**config.mk**
```make
export PLATFORM = sky130hd
export DESIGN_NAME = fsk_demod
export DESIGN_NICKNAME = d
export VERILOG_FILES = /design/src/rtl/fsk_pkg.sv /design/src/rtl/fsk_tone_detect.sv /design/src/rtl/fsk_demod.sv
export SDC_FILE = /design/constraint.sdc
export NUM_CORES = 1
export LEC_CHECK = 0
export CAP_MARGIN = 20
export CORE_MARGIN = 8
export CORE_UTILIZATION = 50
export CTS_BUF_LIST = sky130_fd_sc_hd__clkbuf_8
export CTS_CLUSTER_DIAMETER = 60
export DETAILED_ROUTE_END_ITERATION = 8
export GPL_ROUTABILITY_DRIVEN = 0
export PLACE_DENSITY = 0.76
export SYNTH_ARGS = -nofsm -noshare
export SYNTH_HDL_FRONTEND = slang
export SYNTH_HIERARCHICAL = 1
export SYNTH_SLANG_ARGS = --single-unit
```
**constraint.sdc**
```tcl
create_clock -name clk -period 4.9 [get_ports clk]
set_input_delay 0.98 -clock clk [delete_from_list [all_inputs] [get_ports clk]]
set_output_delay 0.98 -clock clk [all_outputs]
set_load 0.02 [all_outputs]
```
**src/rtl/fsk_pkg.sv**
```systemverilog
// Shared types and default constants for the FSK receive path.
// Imported by the tone detector and the deframer.
package fsk_pkg;

    localparam int CNT_W_DEF      = 12;
    localparam int THRESH_DEF     = 40;
    localparam int MAX_HALF_DEF   = 200;
    localparam int BIT_CYCLES_DEF = 1000;
    localparam int DATA_BITS      = 8;

    typedef enum logic [1:0] {
        IDLE  = 2'd0,
        START = 2'd1,
        DATA  = 2'd2,
        STOP  = 2'd3
    } fsk_state_e;

endpackage

```
**src/rtl/fsk_tone_detect.sv**
```systemverilog
// Recovers the tone from the pad square wave by timing the half-period between
// synchronised edges; also flags carrier presence.
module fsk_tone_detect
    import fsk_pkg::*;
#(
    parameter int CNT_W    = CNT_W_DEF,
    parameter int THRESH   = THRESH_DEF,
    parameter int MAX_HALF = MAX_HALF_DEF
) (
    input  logic clk,
    input  logic resetb,
    input  logic fsk_in,
    output logic tone,
    output logic carrier
);

    logic             sync_1;
    logic             sync_2;
    logic             sync_prev;
    logic             edge_evt;
    logic [CNT_W-1:0] half_cnt;

    // Either polarity of transition ends a half-period.
    assign edge_evt = sync_2 ^ sync_prev;

    // NOTE: every register here uses <= so all flops sample the pre-edge
    // values together; blocking assignments would collapse the synchroniser.
    always_ff @(posedge clk) begin
        if (!resetb) begin
            sync_1    <= 1'b0;
            sync_2    <= 1'b0;
            sync_prev <= 1'b0;
            half_cnt  <= '0;
            tone      <= 1'b1;
            carrier   <= 1'b0;
        end else begin
            sync_1    <= fsk_in;
            sync_2    <= sync_1;
            sync_prev <= sync_2;
            if (edge_evt) begin
                half_cnt <= CNT_W'(1);
                tone     <= (half_cnt < CNT_W'(THRESH));
                carrier  <= 1'b1;
            end else begin
                if (half_cnt != '1) begin
                    half_cnt <= half_cnt + CNT_W'(1);
                end
                // Too long without an edge: fall back to the idle (mark) tone.
                if (half_cnt >= CNT_W'(MAX_HALF)) begin
                    carrier <= 1'b0;
                    tone    <= 1'b1;
                end
            end
        end
    end

endmodule

```
**src/rtl/fsk_demod.sv**
```systemverilog
// FSK receiver: tone detection feeding a UART-style deframer (1 start, 8 data
// LSB-first, 1 stop) with a valid/ready byte output.
module fsk_demod
    import fsk_pkg::*;
#(
    parameter int CNT_W      = CNT_W_DEF,
    parameter int THRESH     = THRESH_DEF,
    parameter int MAX_HALF   = MAX_HALF_DEF,
    parameter int BIT_CYCLES = BIT_CYCLES_DEF
) (
    input  logic       clk,
    input  logic       resetb,
    input  logic       en,
    input  logic       fsk_in,
    output logic [7:0] rx_data,
    output logic       rx_valid,
    input  logic       rx_ready,
    output logic       tone,
    output logic       carrier,
    output logic       frame_err,
    output logic       overrun
);

    localparam int               IDX_W     = $clog2(DATA_BITS);
    localparam logic [CNT_W-1:0] BIT_LOAD  = CNT_W'(BIT_CYCLES);
    localparam logic [CNT_W-1:0] HALF_LOAD = CNT_W'(BIT_CYCLES / 2);

    fsk_state_e           state;
    fsk_state_e           state_nxt;
    logic [CNT_W-1:0]     timer;
    logic [CNT_W-1:0]     timer_nxt;
    logic [IDX_W-1:0]     bit_idx;
    logic [IDX_W-1:0]     bit_idx_nxt;
    logic [DATA_BITS-1:0] shift_q;
    logic [DATA_BITS-1:0] shift_nxt;
    logic                 tone_d;
    logic                 start_evt;
    logic                 expiry;
    logic                 deliver;
    logic                 load_byte;
    logic                 fe_nxt;
    logic                 ov_nxt;

    fsk_tone_detect #(
        .CNT_W   (CNT_W),
        .THRESH  (THRESH),
        .MAX_HALF(MAX_HALF)
    ) u_tone (
        .clk    (clk),
        .resetb (resetb),
        .fsk_in (fsk_in),
        .tone   (tone),
        .carrier(carrier)
    );

    assign start_evt = tone_d & ~tone & carrier;
    assign expiry    = (timer == CNT_W'(1));

    always_comb begin
        // NOTE: every combinational output gets a default before the case so
        // no path leaves a signal unassigned and a latch cannot be inferred.
        state_nxt   = state;
        timer_nxt   = (timer != '0) ? timer - CNT_W'(1) : '0;
        bit_idx_nxt = bit_idx;
        shift_nxt   = shift_q;
        deliver     = 1'b0;
        fe_nxt      = 1'b0;

        if (!en) begin
            state_nxt   = IDLE;
            timer_nxt   = '0;
            bit_idx_nxt = '0;
            shift_nxt   = '0;
        end else if (state != IDLE && !carrier) begin
            state_nxt = IDLE;
            timer_nxt = '0;
        end else begin
            case (state)
                IDLE: begin
                    if (start_evt) begin
                        timer_nxt = HALF_LOAD;
                        state_nxt = START;
                    end
                end
                START: begin
                    if (expiry) begin
                        if (!tone) begin
                            timer_nxt   = BIT_LOAD;
                            bit_idx_nxt = '0;
                            state_nxt   = DATA;
                        end else begin
                            state_nxt = IDLE;
                        end
                    end
                end
                DATA: begin
                    if (expiry) begin
                        shift_nxt[bit_idx] = tone;
                        timer_nxt          = BIT_LOAD;
                        if (bit_idx == IDX_W'(DATA_BITS - 1)) begin
                            state_nxt = STOP;
                        end else begin
                            bit_idx_nxt = bit_idx + IDX_W'(1);
                        end
                    end
                end
                STOP: begin
                    if (expiry) begin
                        deliver   = tone;
                        fe_nxt    = ~tone;
                        state_nxt = IDLE;
                    end
                end
                default: state_nxt = IDLE;
            endcase
        end
    end

    // A completed byte lands unless the consumer is sitting on an unaccepted one.
    assign load_byte = deliver & (~rx_valid | rx_ready);
    assign ov_nxt    = deliver & rx_valid & ~rx_ready;

    always_ff @(posedge clk) begin
        if (!resetb) begin
            state     <= IDLE;
            timer     <= '0;
            bit_idx   <= '0;
            shift_q   <= '0;
            tone_d    <= 1'b1;
            rx_data   <= '0;
            rx_valid  <= 1'b0;
            frame_err <= 1'b0;
            overrun   <= 1'b0;
        end else begin
            state     <= state_nxt;
            timer     <= timer_nxt;
            bit_idx   <= bit_idx_nxt;
            shift_q   <= shift_nxt;
            tone_d    <= tone;
            frame_err <= fe_nxt;
            overrun   <= ov_nxt;
            if (load_byte) begin
                rx_data  <= shift_q;
                rx_valid <= 1'b1;
            end else if (rx_valid && rx_ready) begin
                rx_valid <= 1'b0;
            end
        end
    end

endmodule
```
**Run 1: wiring by layer**

Drawn at 6 px/um. Two of the layers only.
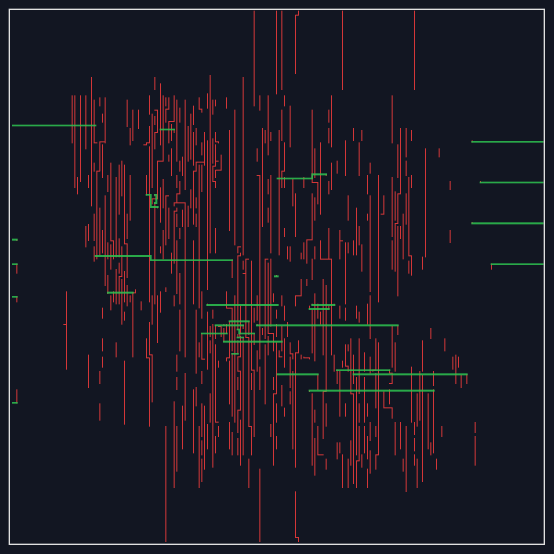
Red shows metal 2, wire length 2,560 um. Green shows metal 3, wire length 227 um.

**Run 1: power grid**

Drawn at 6 px/um. Pins as bars on the die edge.
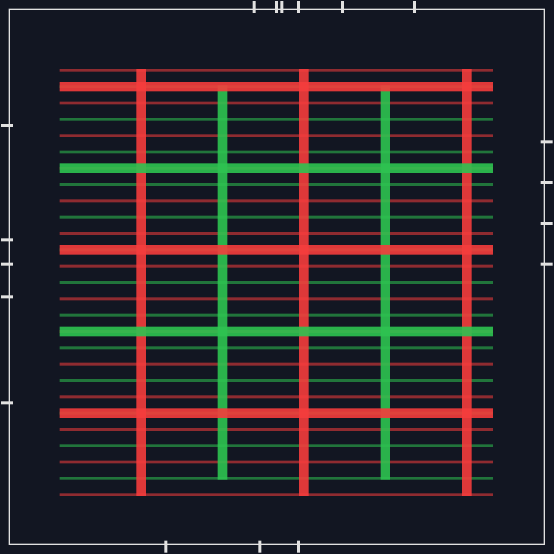
Green shows VDD. Red shows VSS.
5 straps on met5. 27 met1 rails follow the rows. 18 signal pins sit on the boundary.

**Run 1: local utilization**

Drawn at 3 px/um. The die is cut into 9 by 9 equal tiles; white is low, dark blue is high, 0 to 100% covered.
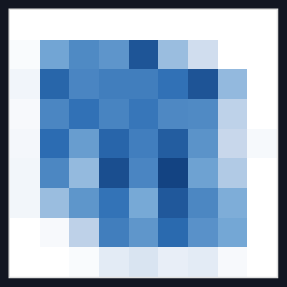
The fullest tile reaches 92%. 25% of the tiles are nearly empty. The densest ninth of the die: center. The mean over all tiles is 37%.

==> run summary, run 1 <==
Figures from the flow reports.

Final timing:
- The run gives the part of the cycle the worst path needs as 0.576.
- The run puts the number of setup violations in the final report at 0.
- The run puts the worst slack on hold paths at 0.442 ns.
- In the post-route analysis, the smallest setup slack over all paths is 2.08 ns.
- The run gives the count of final hold-check violations as 0.
- The run puts the final tally of max-slew violations at 0.

Logic synthesis:
- The run puts the net count of the mapped netlist at 303.
- The run gives the number of warnings reported in the yosys synthesis log as 6.
- The run puts the multiplexer fraction of the synthesized cell area at 0.0640.
- The share of synthesized area in the top cell type comes to 0.406.
- The run gives the mean area per synthesized cell as 9.24 um2.
- The main area contributors are sky130_fd_sc_hd__dfxtp_1, sky130_fd_sc_hd__mux2i_1, sky130_fd_sc_hd__ha_1.
- The run gives the area reported by Yosys stat as 2660 um2.
- Sorting the Yosys area breakdown by cell type puts at the top sky130_fd_sc_hd__dfxtp_1.

Global routing:
- The run gives the total overflow reported by the global router as 0.
- The first global-routing pass estimated 8930 um of wire.
- The run puts the total routing resource utilization after global routing at 0.141.

CTS:
- The run puts the number of buffers added by the clock tree synthesis step at 5.
- Once the clock tree was built, the resizer swapped 0 gates to a different size.
- Looking at the post-CTS report, the setup buffer insertion count equals 0.
- The run puts the later-pin clock latency in the skew report at 0.31 ns.
- The run gives the hold-fix buffer count after cts as 0.

Placed design:
- The run puts the total half-perimeter wirelength after legalization and detailed placement at 3880 um.
- The run gives the post-placement cell area as 2880 um2.

Drt:
- The run gives the via-per-instance ratio as 5.69.
- The run gives the average wire length per cell after detail routing as 14.2 um.
- The run gives the residual antenna-violating net count after detailed routing as 0.

Worst setup path:
- The run gives the launching instance or port of the critical path as resetb.
- The run puts the number of cells traversed by the worst register-to-register path at 5.
- Among cell families on the critical path, the largest total delay comes from simple AND/OR/NAND/NOR gates.
- For the worst setup path, the data required time is 5.15 ns.
- The cell sequence reported for the critical path is clkdlybuf4s50_1 -> buf_4 -> and2_0 -> nand2_1 -> a211oi_1 -> a41o_1.

Final layout:
- Leaving out filler cells and counting taps, the final layout contains 376.
- Ranking logic cells in the layout by count gives the top entries sky130_fd_sc_hd__dfxtp_1, sky130_fd_sc_hd__nand2_1, sky130_fd_sc_hd__nor2_1.
- The run gives the total number of nets in the final design as 320.
- The most common logic cell in the final layout is sky130_fd_sc_hd__dfxtp_1.
- The run gives the share of cells above drive strength 1 as 0.0752.

Power:
- The run puts the total power at 764 uW.
- The run gives the power density over the cells as 255 nW/um2.
- The run puts the worst-case vdd ir drop at 0.165 mV.

Floorplan:
- The run puts the y dimension of the die at 88.9 um.
- The run puts the placeable core region at 5110 um2.

Run status:
- The run finished with clean final reports.

Flow run:
- The number of maximum-capacitance violations recorded for the run is 0.

Hold path:
- According to the hold report, the worst path is of the reg -> reg type.
==> run 1: cells in the mapped netlist (5+ instances only) <==
library cell / number
sky130_fd_sc_hd__a21oi_1: 9
sky130_fd_sc_hd__a31oi_1: 8
sky130_fd_sc_hd__and2_1: 5
sky130_fd_sc_hd__dfxtp_1: 54
sky130_fd_sc_hd__ha_1: 10
sky130_fd_sc_hd__inv_1: 6
sky130_fd_sc_hd__mux2i_1: 17
sky130_fd_sc_hd__nand2_1: 27
sky130_fd_sc_hd__nand3_1: 10
sky130_fd_sc_hd__nand3b_1: 5
sky130_fd_sc_hd__nand4_1: 7
sky130_fd_sc_hd__nor2_1: 20
sky130_fd_sc_hd__nor2b_1: 8
sky130_fd_sc_hd__nor3_1: 10
sky130_fd_sc_hd__nor4_1: 7
sky130_fd_sc_hd__o21ai_0: 8
sky130_fd_sc_hd__xnor2_1: 7
==> run 1: path summary, 6_finish.rpt <==
kind	end	slack, ns
setup / recovery	flop	2.08
hold / removal	u_tone/sync_2	0.44
setup reg to reg	rx_data[3]	2.71
hold reg to reg	u_tone/sync_2	0.44
==> run 1: layer usage <==
metal,up-vias,share of wire,global-route usage
met4,0,0.010,0.0574
met3,6,0.043,0.0230
li1,1098,-,-
met1,989,0.47,0.182
met5,-,0,0
met2,48,0.48,0.228
==> run 1: layout make-up <==
cell class | instances | area, um2 | area share
clock buffers | 5 | 68.8 | 0.0230
flip-flops and latches | 54 | 1080 | 0.362
inverters | 7 | 26.3 | 0.00879
clock inverters | 3 | 37.5 | 0.0126
multi-input cells | 219 | 1510 | 0.505
well taps | 70 | 87.6 | 0.0293
repair buffers | 18 | 178 | 0.0594
==> run 1: report_power, final <==
group,internal (uW),switching (uW),total (uW)
registers,442,4.29,446
logic,10.9,14.3,25.2
clock network,149,143,292
## Run 2: what changed since run 1
- clock period: 4.9 -> 2.9 ns (I/O delays scaled with it)
==> run summary, run 2 <==
Figures from the flow reports.

Hold path:
- The run gives the endpoint of the worst hold-timing path as u_tone/sync_2.

Worst setup path:
- The run gives the setup slack on the worst flop-to-flop path as 0.69 ns.
- Walking the worst path, the cells encountered are ha_1 -> nor4b_4 -> nand3_2 -> or3_1 -> mux2i_1 -> nor2b_1.
- The run puts the critical path required time at 3.10 ns.

Power:
- The run puts the total power at 1300 uW.
- The run gives the combinational cell fraction of total power as 0.035.
- The run gives the register share of total power as 0.581.
- The power report lists cell-internal power as 1020 uW.

Final timing:
- The run puts the worst setup slack after layout at 0.695 ns.
- The run gives the final tally of max-slew violations as 0.

Drt:
- The run puts the met2 layer wire length in the routed design at 2540 um.
- The run gives the average wire length per cell after detail routing as 13.7 um.

Final layout:
- The run puts the total number of nets in the final design at 322.
- Per the cell usage report, the commonest logic cells after layout are sky130_fd_sc_hd__dfxtp_1, sky130_fd_sc_hd__nand2_1, sky130_fd_sc_hd__nor2_1.
- By instance count after routing, the leading logic cell type is sky130_fd_sc_hd__dfxtp_1.
- The run gives the share of cells above drive strength 1 as 0.0877.

CTS:
- After clock tree synthesis, the setup repair step added 0 buffers.
- The run gives the later-pin clock latency in the skew report as 0.30 ns.

Global routing:
- The run puts the total overflow reported by the global router at 0.

Run status:
- The run finished with clean final reports.

Logic synthesis:
- The run gives the most popular library cell in the synthesized design by count as sky130_fd_sc_hd__dfxtp_1.
- Sorting the synthesized cells by how often they occur yields sky130_fd_sc_hd__dfxtp_1, sky130_fd_sc_hd__nand2_1, sky130_fd_sc_hd__nor2_1.
- The run gives the mean area per synthesized cell as 9.24 um2.
- The area recorded from the Yosys report for this design is 2660 um2.
- The area fraction of the largest cell type after synthesis is 0.406.

Placed design:
- The run gives the post-placement cell area as 2900 um2.
run 2: logic make-up after synthesis:
kind of cell,after synthesis
and+or+nand+nor,133
buffers and inverters,15
adders and majority gates,10
muxes,17
DFF,54
xor gates and xnor gates,10
AOI/OAI and AO/OA,49
run 2: area by class of cell:
class,instances,area (um2)
fillers,457,2100
clock buffers,5,68.8
flip-flops and latches,54,1080
inverters,7,26.3
well taps,70,87.6
clock inverters,3,45.0
multi-input cells,219,1510
repair buffers,20,193
run 2: worst reg2reg max path: stages (launching register included):
cell and delay [ns]:
sky130_fd_sc_hd__dfxtp_1 0.41, sky130_fd_sc_hd__ha_1 0.18, sky130_fd_sc_hd__nor4b_4 0.35, sky130_fd_sc_hd__nand3_2 0.22, sky130_fd_sc_hd__or3_1 0.64, sky130_fd_sc_hd__mux2i_1 0.25
sky130_fd_sc_hd__nor2b_1 0.06
run 2: metal layers:
| metal | GRT usage | up-vias |
|---|---|---|
| li1 | - | 1101 |
| met1 | 0.167 | 1013 |
| met2 | 0.237 | 25 |
| met3 | 0.0221 | 5 |
| met4 | 0.0498 | 0 |
| met5 | 0 | - |
run 2: how the worst max path moves through the flow:
stage	to	slack, ns	cells past startpoint
2_1_floorplan	timer[8]	1.06	7
3_3_place_gp	rx_data[5]	0.70	5
3_5_place_dp	rx_data[5]	0.63	5
4_1_cts	rx_data[5]	0.68	6
5_1_grt	rx_data[4]	0.56	6
6_report	rx_data[5]	0.69	6
run 2: power groups by stage:
stage | sequential (uW) | combinational, uW | clock (uW)
final | 754 | 45.3 | 499
after global placement | 771 | 44.9 | 0
after floorplan | 771 | 26.4 | 0
after detailed placement | 771 | 45.7 | 0
after CTS | 754 | 45.8 | 515
after global routing | 756 | 49.4 | 543
**Run 2: routing congestion**

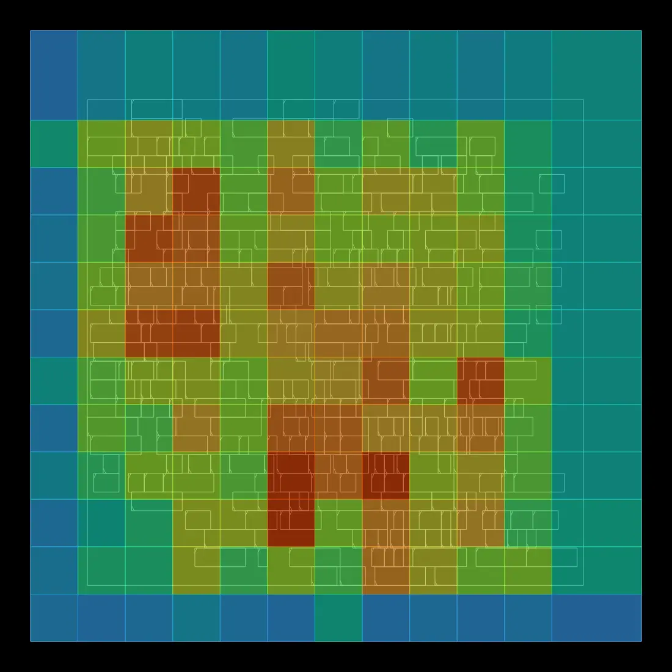
met3 Usage GRT: 0.0221
utilization after layout: 0.590

**Run 2: local utilization**

Drawn at 3 px/um. The die is cut into 9 by 9 equal tiles; white is low, dark blue is high, 0 to 100% covered.
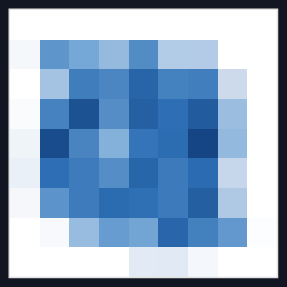
15% of the tiles are over 75% full. The fullest tile reaches 91%. The emptiest ninth of the die: north-east. The mean over all tiles is 37%. The densest ninth of the die: center. 31% of the tiles are nearly empty.

**Run 2: wiring by layer**

Drawn at 6 px/um. Two of the layers only.
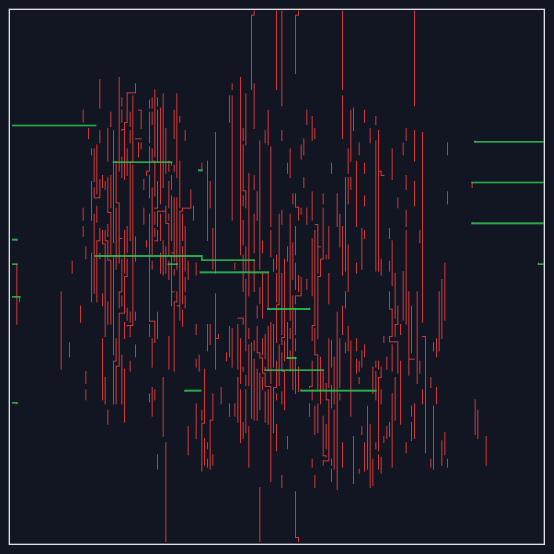
Red shows metal 2, wire length 2,540 um. Green shows metal 3, wire length 135 um.

No activity file was given, so power comes from the tool's default toggle rates.
